==> images/clock_nets.png <==
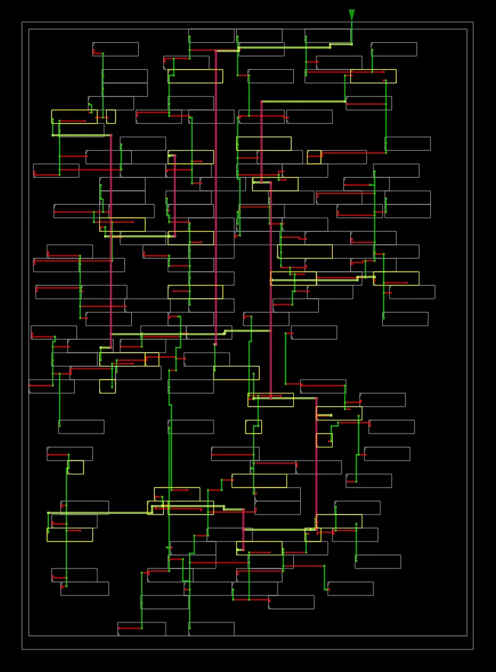
==> images/clock_wires.png <==
(4 px per um)
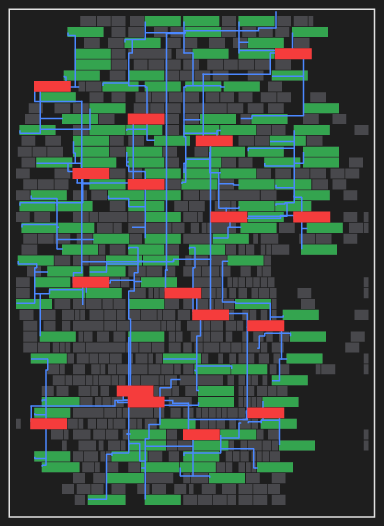
==> images/class_map.png <==
(3 px per um) Fill, decap, tap and diode cells in gray.
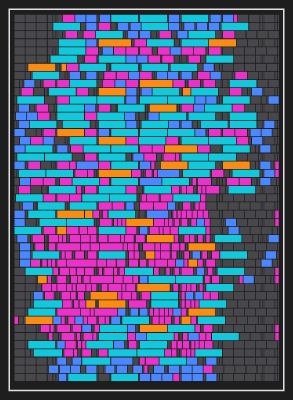
`src/rtl/nock_program_loader.sv`:
```
// rtl/nock_program_loader.sv - byte-serial program image loader feeding memory_unit writes
// Owns the memory mux until the image is written, then hands off to mem_traversal.
module nock_program_loader #(
  parameter int          ADDR_W         = 10,
  parameter int          DATA_W         = 64,
  parameter int          BASE_ADDR      = 0,
  parameter int          START_ADDR     = 1,
  parameter logic [1:0]  MEM_FUNC_WRITE = 2'b01,
  parameter int          BYTES_PER_WORD = (DATA_W + 7) / 8
) (
  input  logic              clk,
  input  logic              rst,
  input  logic [7:0]        in_data,
  input  logic              in_valid,
  output logic              in_ready,
  input  logic              mem_ready,
  output logic              mem_execute,
  output logic [1:0]        mem_func,
  output logic [ADDR_W-1:0] address,
  output logic [DATA_W-1:0] write_data,
  output logic              mem_owner,
  output logic              traversal_execute,
  output logic [ADDR_W-1:0] start_addr,
  output logic              loaded,
  output logic              error,
  output logic [15:0]       words_written
);

  localparam int BCNT_W = (BYTES_PER_WORD > 1) ? $clog2(BYTES_PER_WORD) : 1;
  localparam logic [BCNT_W-1:0] LAST_BYTE = BCNT_W'(BYTES_PER_WORD - 1);
  // Largest word count that fits between BASE_ADDR and the top of memory.
  localparam logic [32:0] MAX_WORDS = 33'((64'd1 << ADDR_W) - 64'(BASE_ADDR));

  typedef enum logic [3:0] {
    S_HDR_HI,
    S_HDR_LO,
    S_CHECK,
    S_COLLECT,
    S_WR_REQ,
    S_WR_BUSY,
    S_WR_DONE,
    S_DONE,
    S_ERROR
  } state_t;

  state_t            state;
  logic [15:0]       n_words;
  logic [BCNT_W-1:0] byte_cnt;
  logic              transfer;
  logic [15:0]       ww_next;

  assign transfer = in_valid & in_ready;
  assign ww_next  = words_written + 16'd1;

  always_ff @(posedge clk or negedge rst) begin
    if (!rst) begin
      state             <= S_HDR_HI;
      n_words           <= '0;
      byte_cnt          <= '0;
      in_ready          <= 1'b0;
      mem_execute       <= 1'b0;
      mem_func          <= 2'b00;
      address           <= '0;
      write_data        <= '0;
      mem_owner         <= 1'b1;
      traversal_execute <= 1'b0;
      start_addr        <= '0;
      loaded            <= 1'b0;
      error             <= 1'b0;
      words_written     <= '0;
    end else begin
      case (state)
        S_HDR_HI: begin
          in_ready <= 1'b1;
          if (transfer) begin
            n_words[15:8] <= in_data;
            state         <= S_HDR_LO;
          end
        end
        S_HDR_LO: begin
          if (transfer) begin
            n_words[7:0] <= in_data;
            in_ready     <= 1'b0;
            state        <= S_CHECK;
          end
        end
        S_CHECK: begin
          if (33'(n_words) > MAX_WORDS) begin
            error <= 1'b1;
            state <= S_ERROR;
          end else if (n_words == 16'd0) begin
            mem_owner  <= 1'b0;
            start_addr <= ADDR_W'(START_ADDR);
            state      <= S_DONE;
          end else begin
            address  <= ADDR_W'(BASE_ADDR);
            byte_cnt <= '0;
            in_ready <= 1'b1;
            state    <= S_COLLECT;
          end
        end
        S_COLLECT: begin
          if (transfer) begin
            // Shifting a full word of bytes through drops anything above DATA_W.
            write_data <= DATA_W'({write_data, in_data});
            if (byte_cnt == LAST_BYTE) begin
              byte_cnt    <= '0;
              in_ready    <= 1'b0;
              mem_execute <= mem_ready;
              if (mem_ready) mem_func <= MEM_FUNC_WRITE;
              state       <= S_WR_REQ;
            end else begin
              byte_cnt <= byte_cnt + BCNT_W'(1);
            end
          end
        end
        S_WR_REQ: begin
          if (mem_execute) begin
            mem_execute <= 1'b0;
            state       <= S_WR_BUSY;
          end else if (mem_ready) begin
            mem_execute <= 1'b1;
            mem_func    <= MEM_FUNC_WRITE;
          end
        end
        S_WR_BUSY: begin
          if (!mem_ready) state <= S_WR_DONE;
        end
        S_WR_DONE: begin
          if (mem_ready) begin
            words_written <= ww_next;
            address       <= address + ADDR_W'(1);
            mem_func      <= 2'b00;
            if (ww_next == n_words) begin
              mem_owner  <= 1'b0;
              start_addr <= ADDR_W'(START_ADDR);
              state      <= S_DONE;
            end else begin
              in_ready <= 1'b1;
              state    <= S_COLLECT;
            end
          end
        end
        S_DONE: begin
          traversal_execute <= 1'b1;
          loaded            <= 1'b1;
        end
        S_ERROR: begin
          error <= 1'b1;
        end
        default: state <= S_HDR_HI;
      endcase
    end
  end

endmodule
```
`config.mk`:
```
export PLATFORM = sky130hd
export DESIGN_NAME = nock_program_loader
export DESIGN_NICKNAME = d
export VERILOG_FILES = /design/src/rtl/nock_program_loader.sv
export SDC_FILE = /design/constraint.sdc
export NUM_CORES = 1
export LEC_CHECK = 0
export CORE_ASPECT_RATIO = 1.4
export CORE_UTILIZATION = 51
export DETAILED_ROUTE_END_ITERATION = 12
export PLACE_DENSITY = 0.92
export SYNTH_ARGS = -nofsm -noshare
export SYNTH_HDL_FRONTEND = slang
export SYNTH_SLANG_ARGS = --single-unit
```
`constraint.sdc`:
```
create_clock -name clk -period 2.4 [get_ports clk]
set_input_delay 0.72 -clock clk [delete_from_list [all_inputs] [get_ports clk]]
set_output_delay 0.72 -clock clk [all_outputs]
set_load 0.03 [all_outputs]
```
==> out/metrics.json <==
{
  "yosys-mux-area-fraction_pct": 16.5,
  "power_frac_comb_pct": 31.8,
  "cts_hold_buf": 0,
  "syn_avg_cell_area_um2": 12.0,
  "internal_power_w": 0.00557,
  "p_sw_share_pct": 34.8,
  "remaining_drc_errors": 0,
  "vias_per_std_cell": 5.91,
  "yosys_cells": 469,
  "sequentialPower_w": 0.00301,
  "seq_cell_count": 120,
  "crit_fanout": 6,
  "cp-startpoint": "words_written[14]$_DFFE_PN0P_",
  "ys_sh_simple_pct": 11.5,
  "highest_count_logic_cell_in_the_final_layout": "sky130_fd_sc_hd__dfrtp_1",
  "maxUsedRoutingLayer": "met4",
  "num-nonclk-buffers": 132,
  "cts_root_buffer": "sky130_fd_sc_hd__clkbuf_16",
  "yosys-top-cells-area": "sky130_fd_sc_hd__dfrtp_1 (53%), sky130_fd_sc_hd__mux2_2 (16%), sky130_fd_sc_hd__xnor2_1 (4.2%)",
  "route.met2.wl_um": 7800,
  "worst-r2r-cell-count": 6,
  "wl_met3_um": 735,
  "setup.worst_path.end": "words_written[14]",
  "layout.area.seq_um2": 3010,
  "fp.dieH_um": 127,
  "synthesis.area_um2": 5650,
  "largestRegisters": "write_data (64), n_words (16), words_written (16)",
  "portion_of_the_post_synthesis_area_used_by_sequential_elements_pct": 53.2,
  "globalRouteTotalUtil_pct": 26.5,
  "n_fill_cell": 689,
  "critical_path.reg2reg.endpoint": "address[2]$_DFFE_PN0P_",
  "synth_largest_type_area_fraction_pct": 52.7,
  "compound_area_share_pct": 8.08,
  "largest_register_ff_count": 64,
  "grt_use_met3_pct": 5.40,
  "postSynth.asyncResetShare_pct": 100,
  "grt_max_degree": 61,
  "final_worst_setup_slack_ns": 0.0435,
  "critical-path-top-delay-family": "buffers and inverters",
  "grt_setup_unrepaired": "no",
  "detailed_placer_s_ending_hpwl_um": 9610,
  "met1_wirelength_um": 5370,
  "dp_cells": 720,
  "buffers_on_ports": 109,
  "timing.rr.start": "n_words[4]$_DFFE_PN0P_",
  "timing.critical_path.depth": 1,
  "yosysWarningCount": 0,
  "pin_count": 120,
  "reg2reg_setup_slack_ns": 0.11,
  "drt_iter0_drc": 406,
  "logic_share_of_the_area_pct": 32.5,
  "power_per_cell_area_nw_per_um2": 1110,
  "largest_combinational_cell_category_by_area": "multiplexers",
  "yosys.cell_count.top_type": "sky130_fd_sc_hd__dfrtp_1",
  "htree_levels": 4,
  "layout.clock.cell_area_share_pct": 8.44,
  "synthCells": 469,
  "slew_headroom_pct": 63.1,
  "num_antenna_cells": 0,
  "finalCriticalPeriod_ns": 2.36,
  "path_class": "register to output port",
  "initCoreUtil_pct": 52.3,
  "run_status": "completed",
  "area_growth_syn_to_layout_pct": 35.9,
  "min_period_over_period_pct": 98.2,
  "vias_in_the_first_global_route": 4528,
  "synth_top_cell_by_area": "sky130_fd_sc_hd__dfrtp_1",
  "tapcell.inserted": 141,
  "biggestCellCategory": "flip-flops and latches",
  "critical_path_buf_inv_count": 1,
  "grt.busiest_layer": "met2",
  "met2_usage_pct": 45.7,
  "clock.fmax_mhz": 424,
  "clkLatencyLatePin_ns": 0.43,
  "grt_pass1_wl_um": 23400,
  "cts.path.max_buffers": 2,
  "largest_register": "write_data",
  "synthDistinctLibCells": 54,
  "avgRoutedWirePerCell_um": 19.6,
  "postPlaceCellArea_um2": 7000,
  "timing.critical_path.cells": "clkdlybuf4s50_1",
  "synth.cells.most_frequent": "sky130_fd_sc_hd__dfrtp_1 (119), sky130_fd_sc_hd__mux2_2 (82), sky130_fd_sc_hd__nand2_1 (29), sky130_fd_sc_hd__nor2_1 (27), sky130_fd_sc_hd__xnor2_1 (27)",
  "final-max-slew-violation-count": 0,
  "vdd_drop_max_uv": 745,
  "report.power.total_w": 0.00854,
  "design.final.nets": 615,
  "detail-route-antenna-nets": 0,
  "worst_ep_arrival_time_ns": 1.64,
  "netSwitchingPower_w": 0.00297,
  "timing.final.hold_violations": 0,
  "via_count": 4440,
  "clk_pin_slew_worst_paths_ns": 0.06,
  "drt_pre_antenna_iters": 5,
  "p_comb_w": 0.00271,
  "die.size.x_um": 91.0,
  "max_cap_viol_count": 0,
  "adder_share_pct": 1.11,
  "top_power_group": "sequential cells",
  "post_cts_resized": 9,
  "worstMarginPinSlew_ns": 0.553,
  "die_area_um2": 11500,
  "crit_path_top_delay_cell": "sky130_fd_sc_hd__clkdlybuf4s50_1",
  "layout-drive-gt1-share_pct": 26.6,
  "cts.repair_timing.setup_buffer_count": 0,
  "layout.buffer.nonclock.area_share_pct": 17.1,
  "critPathCaptureType": "output port",
  "worst_ep_required_time_ns": 1.68,
  "timing.hold.ws_ns": 0.198,
  "finalWirelength_um": 14700,
  "log.warning_count": 27,
  "finish.cell_count_without_fillers": 751,
  "power.static_leakage_nw": 3.36,
  "grt_use_met1_pct": 29.3,
  "synth_xor_xnor_area_share_pct": 5.58,
  "inverters_excl_clock": 9,
  "setup_viol": 0,
  "flip_flop_cell_with_the_highest_count_after_synthesis": "sky130_fd_sc_hd__dfrtp_1",
  "seq_power_share_pct": 35.3,
  "aggregate_global_routing_overflow": 0,
  "globalplace.congestion": 0.899,
  "logic_area_um2": 2490,
  "dp_worst_setup_slack_ns": 0.00427,
  "cp_slowest_stage_delay_ns": 0.73,
  "antenna_found_initial": 0,
  "finalSetupTns_ns": 0,
  "holdCritPathClass": "primary input to async pin"
}
## Picture notes: clock_nets.png
number of clock-tree buffers in the layout: 17
power in the clock group: 0.00281 W
cts bufs inserted: 17
number of clock sinks: 120

## Picture notes: clock_wires.png
Key: green = flip-flops [count 120]; red = clock-net drivers [count 17]; blue = clock wires [length 1,540 um]
Position of the flops: spread over the die.
clock network fraction of design power: 33.0%
clock skew after layout: 0.00767 ns

## Picture notes: class_map.png
Key: orange = clock drivers and dummy loads [cells 31, share of their area 8.6%]; magenta = remaining logic cells [cells 327, share of their area 34%]; blue = remaining buffers and delay cells [cells 132, share of their area 17%]; cyan = sequential cells [cells 120, share of their area 40%]
flop share of the area: 39.2%
post-route cell area: 7680 um2
area of the core: 10,800 um2
Util after Layout: 71.0%
number of rows in the core area: 45

Power and IR drop assume default switching activity.
